**Run 1: metal 1**

The bar under the picture is 20 microns long.
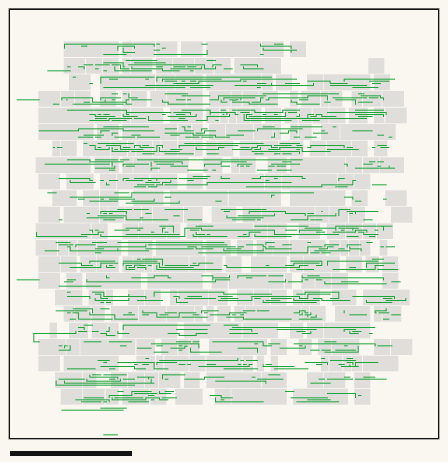
**Run 1: met2 routing**

The bar under the picture is 20 microns long.
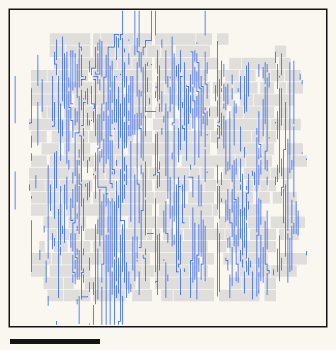
**Run 1: M3 wires**

The bar under the picture is 20 microns long.
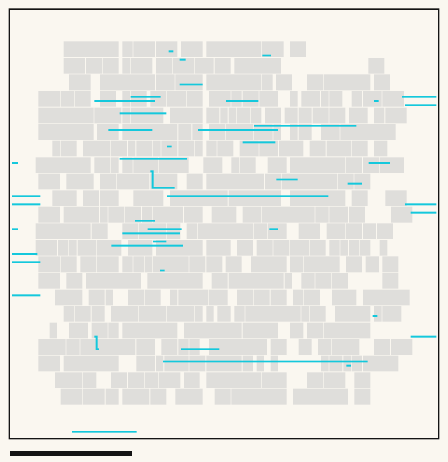
**Run 1: the metal 4 layer**

The bar under the picture is 20 microns long.
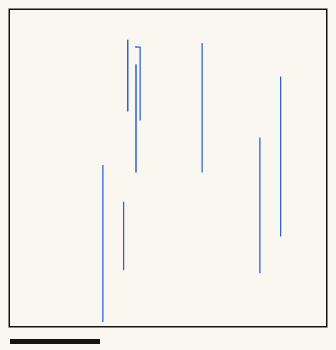
### src/rtl/ldpc_cnu_pkg.sv
`default_nettype none
// ============================================================================
// Module   : ldpc_cnu_pkg
// Brief    : Shared types and default sizes for the min-sum check-node unit.
// Revision : 1.0 - initial release
// ============================================================================
package ldpc_cnu_pkg;

   // Default index width and maximum check-node degree
   localparam int CW_DEF     = 6;
   localparam int DEGREE_DEF = 32;

   // Edge-index scan sequencer states
   typedef enum logic [1:0] {
      IDLE = 2'd0,
      RUN  = 2'd1,
      DONE = 2'd2
   } scan_state_t;

   // Edge index at the default width
   typedef logic [CW_DEF-1:0] index_t;

endpackage
`default_nettype wire

### src/rtl/skip_next_index.sv
`default_nettype none
// ============================================================================
// Module   : skip_next_index
// Brief    : Next edge index with optional single-index skip (+1, or +2 when
//            the +1 value is the skipped index). Result carries one extra bit
//            so callers can see an overflow instead of a silent wrap.
// Revision : 1.0 - initial release
// ============================================================================
module skip_next_index #(
   parameter int CW = 6
) (
   input  logic [CW-1:0] count,
   input  logic          skip_active,
   input  logic [CW-1:0] skip_index,
   output logic [CW:0]   next_index
);

   logic [CW:0] plus_one;

   // Step by one, or by two when landing on the active skip index
   always_comb begin
      plus_one   = {1'b0, count} + (CW+1)'(1);
      next_index = plus_one;
      if (skip_active && (plus_one == {1'b0, skip_index})) begin
         next_index = plus_one + (CW+1)'(1);
      end
   end

endmodule
`default_nettype wire

### src/rtl/skip_scan_counter.sv
`default_nettype none
// ============================================================================
// Module   : skip_scan_counter
// Brief    : Parametrised check-node edge-index sequencer. Scans 0..L with an
//            optional skip of one index, start/busy/done handshake, per-index
//            advance stall and a last-index flag.
// Revision : 1.0 - initial release
// ============================================================================
module skip_scan_counter
   import ldpc_cnu_pkg::*;
#(
   parameter int CW     = CW_DEF,
   parameter int DEGREE = DEGREE_DEF
) (
   input  logic          clk,
   input  logic          reset,
   input  logic          start,
   input  logic          skip_en,
   input  logic [CW-1:0] skip_index,
   input  logic [CW-1:0] last_index,
   input  logic          advance,
   output logic [CW-1:0] count,
   output logic          valid,
   output logic          last,
   output logic          busy,
   output logic          done
);

   // Largest legal last index for this instance
   localparam logic [CW:0] MAX_L = (CW+1)'(DEGREE - 1);

   scan_state_t   state_q, state_d;
   logic [CW-1:0] count_q, count_d;
   logic          valid_q, valid_d;
   logic          busy_q, busy_d;
   logic          done_q, done_d;
   logic          skip_active_q, skip_active_d;
   logic [CW-1:0] skip_index_q, skip_index_d;
   logic [CW-1:0] lim_q, lim_d;

   logic [CW-1:0] lim_in;
   logic          skip_act_in;
   logic          first_is_one;
   logic          empty_in;
   logic [CW-1:0] eff_last;
   logic [CW:0]   next_wide;

   // Values derived from the start-time inputs: clamped last index, skip
   // activity, first index and the empty-range case
   always_comb begin
      lim_in       = ({1'b0, last_index} > MAX_L) ? MAX_L[CW-1:0] : last_index;
      skip_act_in  = skip_en && (skip_index <= lim_in);
      first_is_one = skip_act_in && (skip_index == '0);
      empty_in     = first_is_one && (lim_in == '0);
   end

   // Effective final index of the latched scan; the L-1 underflow case is
   // the empty range, which never reaches RUN
   always_comb begin
      eff_last = lim_q;
      if (skip_active_q && (skip_index_q == lim_q)) begin
         eff_last = lim_q - CW'(1);
      end
   end

   skip_next_index #(
      .CW (CW)
   ) u_next (
      .count       (count_q),
      .skip_active (skip_active_q),
      .skip_index  (skip_index_q),
      .next_index  (next_wide)
   );

   // Scan FSM next-state and latch logic
   always_comb begin
      state_d       = state_q;
      count_d       = count_q;
      valid_d       = valid_q;
      busy_d        = busy_q;
      done_d        = 1'b0;
      skip_active_d = skip_active_q;
      skip_index_d  = skip_index_q;
      lim_d         = lim_q;
      case (state_q)
         IDLE: begin
            if (start) begin
               skip_active_d = skip_act_in;
               skip_index_d  = skip_index;
               lim_d         = lim_in;
               if (empty_in) begin
                  state_d = DONE;
                  done_d  = 1'b1;
               end else begin
                  state_d = RUN;
                  count_d = first_is_one ? CW'(1) : '0;
                  valid_d = 1'b1;
                  busy_d  = 1'b1;
               end
            end
         end
         RUN: begin
            if (advance) begin
               if (count_q == eff_last) begin
                  state_d = DONE;
                  valid_d = 1'b0;
                  busy_d  = 1'b0;
                  done_d  = 1'b1;
               end else begin
                  // Saturate rather than wrap if the extra bit ever sets
                  count_d = next_wide[CW] ? '1 : next_wide[CW-1:0];
               end
            end
         end
         DONE: begin
            state_d = IDLE;
            count_d = '0;
         end
         default: begin
            state_d = IDLE;
            count_d = '0;
            valid_d = 1'b0;
            busy_d  = 1'b0;
         end
      endcase
   end

   // State and output registers with asynchronous reset
   always_ff @(posedge clk or posedge reset) begin
      if (reset) begin
         state_q       <= IDLE;
         count_q       <= '0;
         valid_q       <= 1'b0;
         busy_q        <= 1'b0;
         done_q        <= 1'b0;
         skip_active_q <= 1'b0;
         skip_index_q  <= '0;
         lim_q         <= '0;
      end else begin
         state_q       <= state_d;
         count_q       <= count_d;
         valid_q       <= valid_d;
         busy_q        <= busy_d;
         done_q        <= done_d;
         skip_active_q <= skip_active_d;
         skip_index_q  <= skip_index_d;
         lim_q         <= lim_d;
      end
   end

   assign count = count_q;
   assign valid = valid_q;
   assign busy  = busy_q;
   assign done  = done_q;
   assign last  = valid_q && (count_q == eff_last);

endmodule
`default_nettype wire

### config.mk
export PLATFORM = sky130hd
export DESIGN_NAME = skip_scan_counter
export DESIGN_NICKNAME = d
export VERILOG_FILES = /design/src/rtl/ldpc_cnu_pkg.sv /design/src/rtl/skip_next_index.sv /design/src/rtl/skip_scan_counter.sv
export SDC_FILE = /design/constraint.sdc
export NUM_CORES = 1
export LEC_CHECK = 0
export ABC_CLOCK_PERIOD_IN_PS = 2300
export CORE_MARGIN = 4
export CORE_UTILIZATION = 50
export CTS_CLUSTER_SIZE = 20
export DETAILED_ROUTE_END_ITERATION = 10
export PLACE_DENSITY = 0.77
export SLEW_MARGIN = 20
export SYNTH_ARGS = -nofsm -noshare
export SYNTH_HDL_FRONTEND = slang
export SYNTH_SLANG_ARGS = --single-unit
### constraint.sdc
create_clock -name clk -period 2.3 [get_ports clk]
set_clock_uncertainty 0.1 [all_clocks]
set_input_delay 0.46 -clock clk [delete_from_list [all_inputs] [get_ports clk]]
set_output_delay 0.46 -clock clk [all_outputs]
set_load 0.005 [all_outputs]
==> results.txt, run 1 <==
yosys + openroad results -> status finished, violations left, failing checks setup timing, combinational share of power 72.3%, Yosys Chip Area 0.00195 sq mm, filler instances 219, Slew Viols, Final 0, met1 usage 29.8%, placed cells 334, Flops after synth 23, final-layout clock buffer total 4, most common cell in the synthesized netlist dfrtp_1, fin worst setup slack -0.335 ns, utilization after layout 81.7%, sequential share of power 20.9%, Power Internal 2.15 mW, Top logic family simple AND/OR/NAND/NOR gates, Net Sw Power 1.59 mW, RSZ-0062 raised after global routing yes, all-layer global routing usage 24.3%, first-pass GRT wire length 9.57 mm, Final clock-cell share 1.48%, largest area contributor in the netlist dfrtp_1, Power Clock 0.254 mW, GRT busiest layer met2, Post-Synth Adder-Cell Area 6.43%, Top class by area logic gates, # setup viols final 8, clock group share of total power 6.8%, crit end category primary output, Finished Layout Cells 348, Core Util at FP 52.4%, syn_area_per_cell 9.18 sq um, initial DRC count 134, Fin Hold WS 0.439 ns, I/O Buffers 26, Post-synth area hogs dfrtp_1 (30%), ha_1 (6.4%), xnor2_1 (5.0%), nor2_1 (4.1%), mux2_2 (3.5%)
Back to the opening pictures, 'metal 1':
nets with wire on the layer: 299
wire length on this layer: 2450 microns
via count: 1975
final wirelength: 5.89 mm

Back to the opening pictures, 'met2 routing':
wire length on this layer: 2990 microns
main direction: vertical
longest straight run: 36.5 microns
share of all routed wire: 51%
GR Layer Usage met2: 41.9%

Back to the opening pictures, 'M3 wires':
longest straight run: 33.3 microns
main direction: horizontal
share of all routed wire: 4.4%
nets with wire on the layer: 37
wire length on this layer: 257 microns
met3 usage: 2.45%

Back to the opening pictures, 'the metal 4 layer':
main direction: vertical
share of all routed wire: 3.4%
nets with wire on the layer: 8
longest straight run: 35.4 microns
wire length on this layer: 200 microns

## run 1: final timing paths
check,slack [ns],start,end
setup / recovery,-0.34,skip_index_q[4],last
hold reg to reg,0.51,lim_q[2],lim_q[2]
min in group clk,0.51,lim_q[2],lim_q[2]
hold / removal,0.44,reset,state_q[0]
max in group asynchronous,1.40,reset,lim_q[0]
setup reg to reg,-0.21,skip_index_q[4],count[0]
## run 1: per-layer routing
layer / routed length (microns) / part of all wire, % / vias up
met3: 256 / 4.3 / 16
met1: 2450 / 41 / 945
met4: 200 / 3.4 / 0
li1: - / - / 952
met2: 2990 / 51 / 62
met5: 0 / 0 / -
## run 1: what timing repair did
action,in CTS,in global routing
setup buffers,9,5
endpoints found under the setup margin,11,11
pin swaps,23,15
hold buffers,0,0
resized,44,23
## run 1: registers in the layout, indices dropped and copies added (netlist names)
register and count:
busy 1, lim_q 6, done 1, state_q 2
skip_index_q 6, count 6, skip_active_q 1
## run 1: critical path: stages (launching register included)
cell and delay, ns:
dfrtp_1 0.42, xnor2_2 0.23, nand4_4 0.17, buf_6 0.17, o311a_4 0.31, nor3_4 0.27
nor3_2 0.09, buf_2 0.15
## run 1: kinds of logic after synthesis
| kind of cell | count (synthesis) |
|---|---|
| DFF | 23 |
| muxes | 7 |
| AOI/OAI and AO/OA | 48 |
| xor gates and xnor gates | 21 |
| buffers and inverters | 19 |
| adders and majority gates | 10 |
| and+or+nand+nor | 83 |
| other | 1 |
## run 1: layout by cell type (no fill, tap or decap), types with 5 or more instances in the layout
master and instances:
xor2_1 6, nor2_1 16, inv_1 6, o21ai_0 6, ha_1 5, nand4_1 5
xnor2_2 6, mux2_2 6, dfrtp_1 19, clkdlybuf4s50_1 19, ha_4 5, nand3_1 5
buf_4 67, a21oi_1 9, nand2_1 7, xnor2_1 6
==> inputs of run 2 (changes only) <==
--- a/config.mk
+++ b/config.mk
@@ -8,10 +8,12 @@
 export ABC_CLOCK_PERIOD_IN_PS = 2300
 export CORE_MARGIN = 4
 export CORE_UTILIZATION = 50
+export CTS_CLUSTER_DIAMETER = 50
 export CTS_CLUSTER_SIZE = 20
 export DETAILED_ROUTE_END_ITERATION = 10
 export PLACE_DENSITY = 0.77
 export SLEW_MARGIN = 20
 export SYNTH_ARGS = -nofsm -noshare
 export SYNTH_HDL_FRONTEND = slang
+export SYNTH_HIERARCHICAL = 1
 export SYNTH_SLANG_ARGS = --single-unit
**Run 2: M3 wires**

The bar under the picture is 20 microns long.
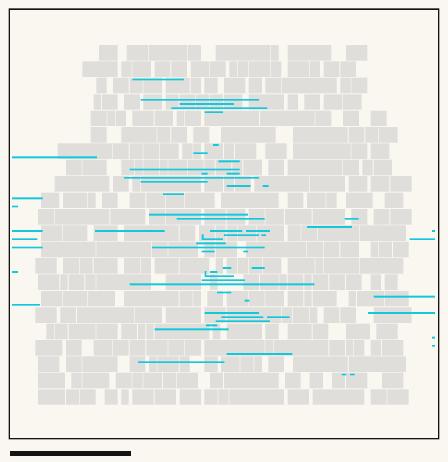
nets with wire on the layer: 47
main direction: horizontal
final wirelength: 6.88 mm
via count: 2186
met3 usage: 2.27%

==> run 2 against run 1 <==
The run still ends with setup timing left; cell count rose by 2.3%; worst hold slack better by 0.056 ns; wire length grew 17%; count of clock-buffer cells in the layout shrank 1; non-clock buffer count increased by 2; sequential cell count stayed put; sequential share of layout area is 0.48 points lower; die size is 1.8% higher; critical path type unchanged; largest cell class unchanged.
==> results.txt, run 2 <==
yosys + openroad results -> status finished, violations left, failing checks setup timing, Worst R2R Setup Slack -0.22 ns (about the same), end of the critical path last, all-layer global routing usage 25.4% (+1.1 points), Post-CTS Hold Buffers 0 (unchanged), fin worst setup slack -0.346 ns (-0.0109 ns), Fin Hold WS 0.495 ns (+0.0555 ns), Slew Viols, Final 0 (unchanged), crit end category primary output, commonest non-fill, non-tap cells in the layout buf_4 (65), clkdlybuf4s50_1 (23), dfrtp_1 (20), most numerous logic cell after layout buf_4, critical path depth 7 (unchanged), Post-synth area hogs dfrtp_1 (29%), xnor2_1 (8.4%), ha_1 (5.7%), a21oi_1 (3.5%), mux2_2 (3.4%), postcts setup bufs 6 (-3), WP buf/inv 2 (unchanged), largest area contributor in the netlist dfrtp_1, initial DRC count 153 (+14%), Worst setup startpoint lim_q[2], first-pass GRT wire length 10.3 mm (+8.0%), crit path cell chain xnor2_2, nand4_1, buf_4, nor4_4, o22ai_2, nor4_1, buf_2, # setup viols final 8 (unchanged), I/O Buffers 26 (unchanged), most common cell in the synthesized netlist dfrtp_1, Flops after synth 23 (unchanged), Max stage delay on crit path 0.48 ns (+0.06 ns), Worst R2R End count[5]
**Run 2: metal 1**

The bar under the picture is 20 microns long.
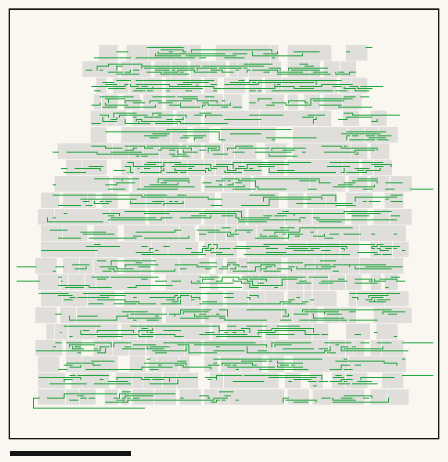
met1 usage: 32.6%

run 2: kinds of logic after synthesis:
logic type / count (synthesis) / share of synthesized area, %
DFF: 23 / 29.0
buffers and inverters: 21 / 5.55
muxes: 12 / 6.43
other: 1 / 0.189
and+or+nand+nor: 79 / 23.3
adders and majority gates: 9 / 5.67
xor gates and xnor gates: 25 / 11.4
AOI/OAI and AO/OA: 49 / 18.5
run 2: final cells by class:
| cell class | instances | area [sq um] |
|---|---|---|
| repair buffers | 96 | 818 |
| well taps | 48 | 60.1 |
| fillers | 202 | 637 |
| clock inverters | 1 | 5.00 |
| clock buffers | 3 | 41.3 |
| multi-input cells | 175 | 1570 |
| flip-flops and latches | 23 | 579 |
| inverters | 10 | 37.5 |
run 2: where the power goes:
| group | internal [mW] | total, mW | switching [mW] |
|---|---|---|---|
| combinational | 1.50 | 2.80 | 1.31 |
| clock | 0.121 | 0.250 | 0.130 |
| sequential | 0.566 | 0.782 | 0.216 |
| total | 2.18 | 3.84 | 1.65 |
run 2: metal layers:
| metal | share of wire [%] | vias to the layer above | GRT usage (%) | wire length [microns] |
|---|---|---|---|---|
| met5 | 0 | - | 0 | 0 |
| met4 | 2.5 | 0 | 6.47 | 173 |
| met2 | 52 | 94 | 45.6 | 3580 |
| li1 | - | 989 | - | - |
| met1 | 40 | 1083 | 32.6 | 2730 |
| met3 | 5.7 | 20 | 2.27 | 394 |
run 2: through the flow:
step / cell area [sq um] / power, mW / util, % / instances
2_1_floorplan: 2010 / 1.99 / - / 219
5_1_grt: 3110 / 4.05 / 83.0 / 356
3_5_place_dp: 2740 / 3.02 / 73.2 / 343
3_3_place_gp: 2740 / 2.94 / 73.2 / 343
6_report: 3110 / 3.84 / 83.0 / 356
4_1_cts: 2940 / 3.47 / 78.6 / 352
==> inputs of run 3 (changes only) <==
--- a/config.mk
+++ b/config.mk
@@ -12,7 +12,7 @@
 export CTS_CLUSTER_SIZE = 20
 export DETAILED_ROUTE_END_ITERATION = 10
 export PLACE_DENSITY = 0.77
-export SLEW_MARGIN = 20
+export SLEW_MARGIN = 25
 export SYNTH_ARGS = -nofsm -noshare
 export SYNTH_HDL_FRONTEND = slang
 export SYNTH_HIERARCHICAL = 1
**Run 3: met2 routing**

The bar under the picture is 20 microns long.
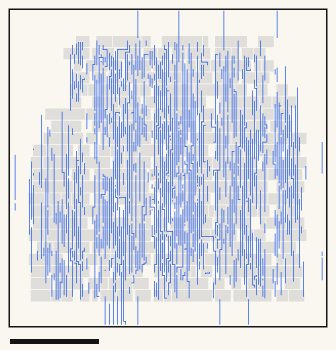
GR Layer Usage met2: 45.6%

==> run 3 against run 2 <==
The flow still finishes with violations (setup timing); register-to-register slack is essentially flat; utilization unchanged; worst hold slack stayed put; die size unchanged; first-iteration DRC count unchanged; non-clock buffer count unchanged; sequential cell count unchanged; cell count unchanged; via count is the same; wire length is the same; critical path depth stayed put; sequential share of layout area is the same; critical path type unchanged; largest cell class unchanged.
==> results.txt, run 3 <==
yosys + openroad results -> Post-CTS Hold Buffers 0 (unchanged), Slew Viols, Final 0 (unchanged), sw frac 43.1% (unchanged), initial DRC count 153 (unchanged), XOR Share, Synth 11.4% (unchanged), postcts setup bufs 6 (unchanged), status finished, violations left, failing checks setup timing, total power draw 3.84 mW (unchanged), utilization after layout 83.0% (unchanged), most numerous logic cell after layout buf_4, Compound Share, Synth 18.5% (unchanged), filler instances 202 (unchanged), fin worst setup slack -0.346 ns (unchanged), crit path cell chain xnor2_2, nand4_1, buf_4, nor4_4, o22ai_2, nor4_1, buf_2, commonest non-fill, non-tap cells in the layout buf_4 (65), clkdlybuf4s50_1 (23), dfrtp_1 (20), I/O Buffers 26 (unchanged), crit end category primary output, # setup viols final 8 (unchanged), sequential cell area 579 sq um (unchanged)
**Run 3: congestion heat map**

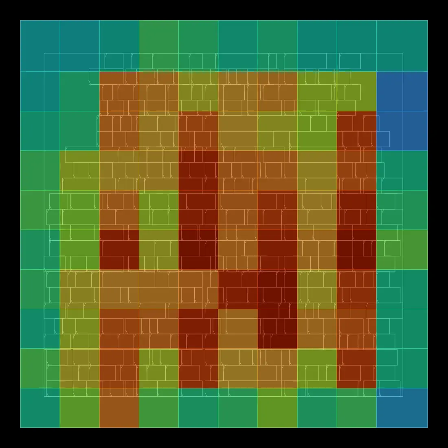
GRT busiest layer: met2
all-layer global routing usage: 25.4%
routed len/inst: 19.3 microns

[run 3: cell counts after synthesis]
No cell type changed its count.
[run 3: cell families (layout without fill, tap and decap cells)]
kind of cell | Yosys count | in the layout
simple gates | 79 | 79
flops | 23 | 23
xor+xnor | 25 | 25
compound gates | 49 | 49
buf+inv | 21 | 110
mux | 12 | 12
other cells | 1 | 1
fa+ha+maj | 9 | 9
[run 3: metal layers]
metal	global-route usage, %	wire length [microns]	vias up
met2	45.6	3580	94
met4	6.47	173	0
met5	0	0	-
met1	32.6	2730	1083
met3	2.27	394	20
li1	-	-	989
[run 3: area by class of cell]
class	count	area share [%]
clock inverters	1	0.161
well taps	48	1.93
repair buffers	96	26.3
inverters	10	1.21
multi-input cells	175	50.4
flip-flops and latches	23	18.6
clock buffers	3	1.33
[run 3: through the flow]
stage / hold slack, ns / area (sq um) / setup WS [ns]
floorplan: 0.362 / 2010 / 0.00995
detailed placement: 0.452 / 2740 / -0.573
finish: 0.495 / 3110 / -0.346
CTS: 0.461 / 2940 / -0.228
global route: 0.514 / 3110 / -0.499
global placement: 0.448 / 2740 / -0.426
[run 3: worst paths after layout]
check	slack [ns]	cells past startpoint	start	end
worst max-delay path	-0.35	7	lim_q[2]	last
worst min-delay path	0.49	3	reset	lim_q[1]
worst max register to register	-0.22	9	lim_q[2]	count[5]
worst min register to register	0.50	2	busy	busy
max in group asynchronous	1.36	3	reset	lim_q[2]
min in group clk	0.50	2	busy	busy
[run 3: worst min-delay path: cells and delay by family]
kind | cells | cell delay, ns
buf+inv | 3 | 0.79
[run 3: power by group through the flow]
stage	combinational [mW]	clock, mW	sequential, mW
detailed placement	2.28	0	0.735
finish	2.80	0.250	0.782
global placement	2.22	0	0.724
CTS	2.47	0.249	0.757
floorplan	1.23	0	0.761
global route	2.99	0.269	0.795
Power is estimated from default activity; no workload was simulated.
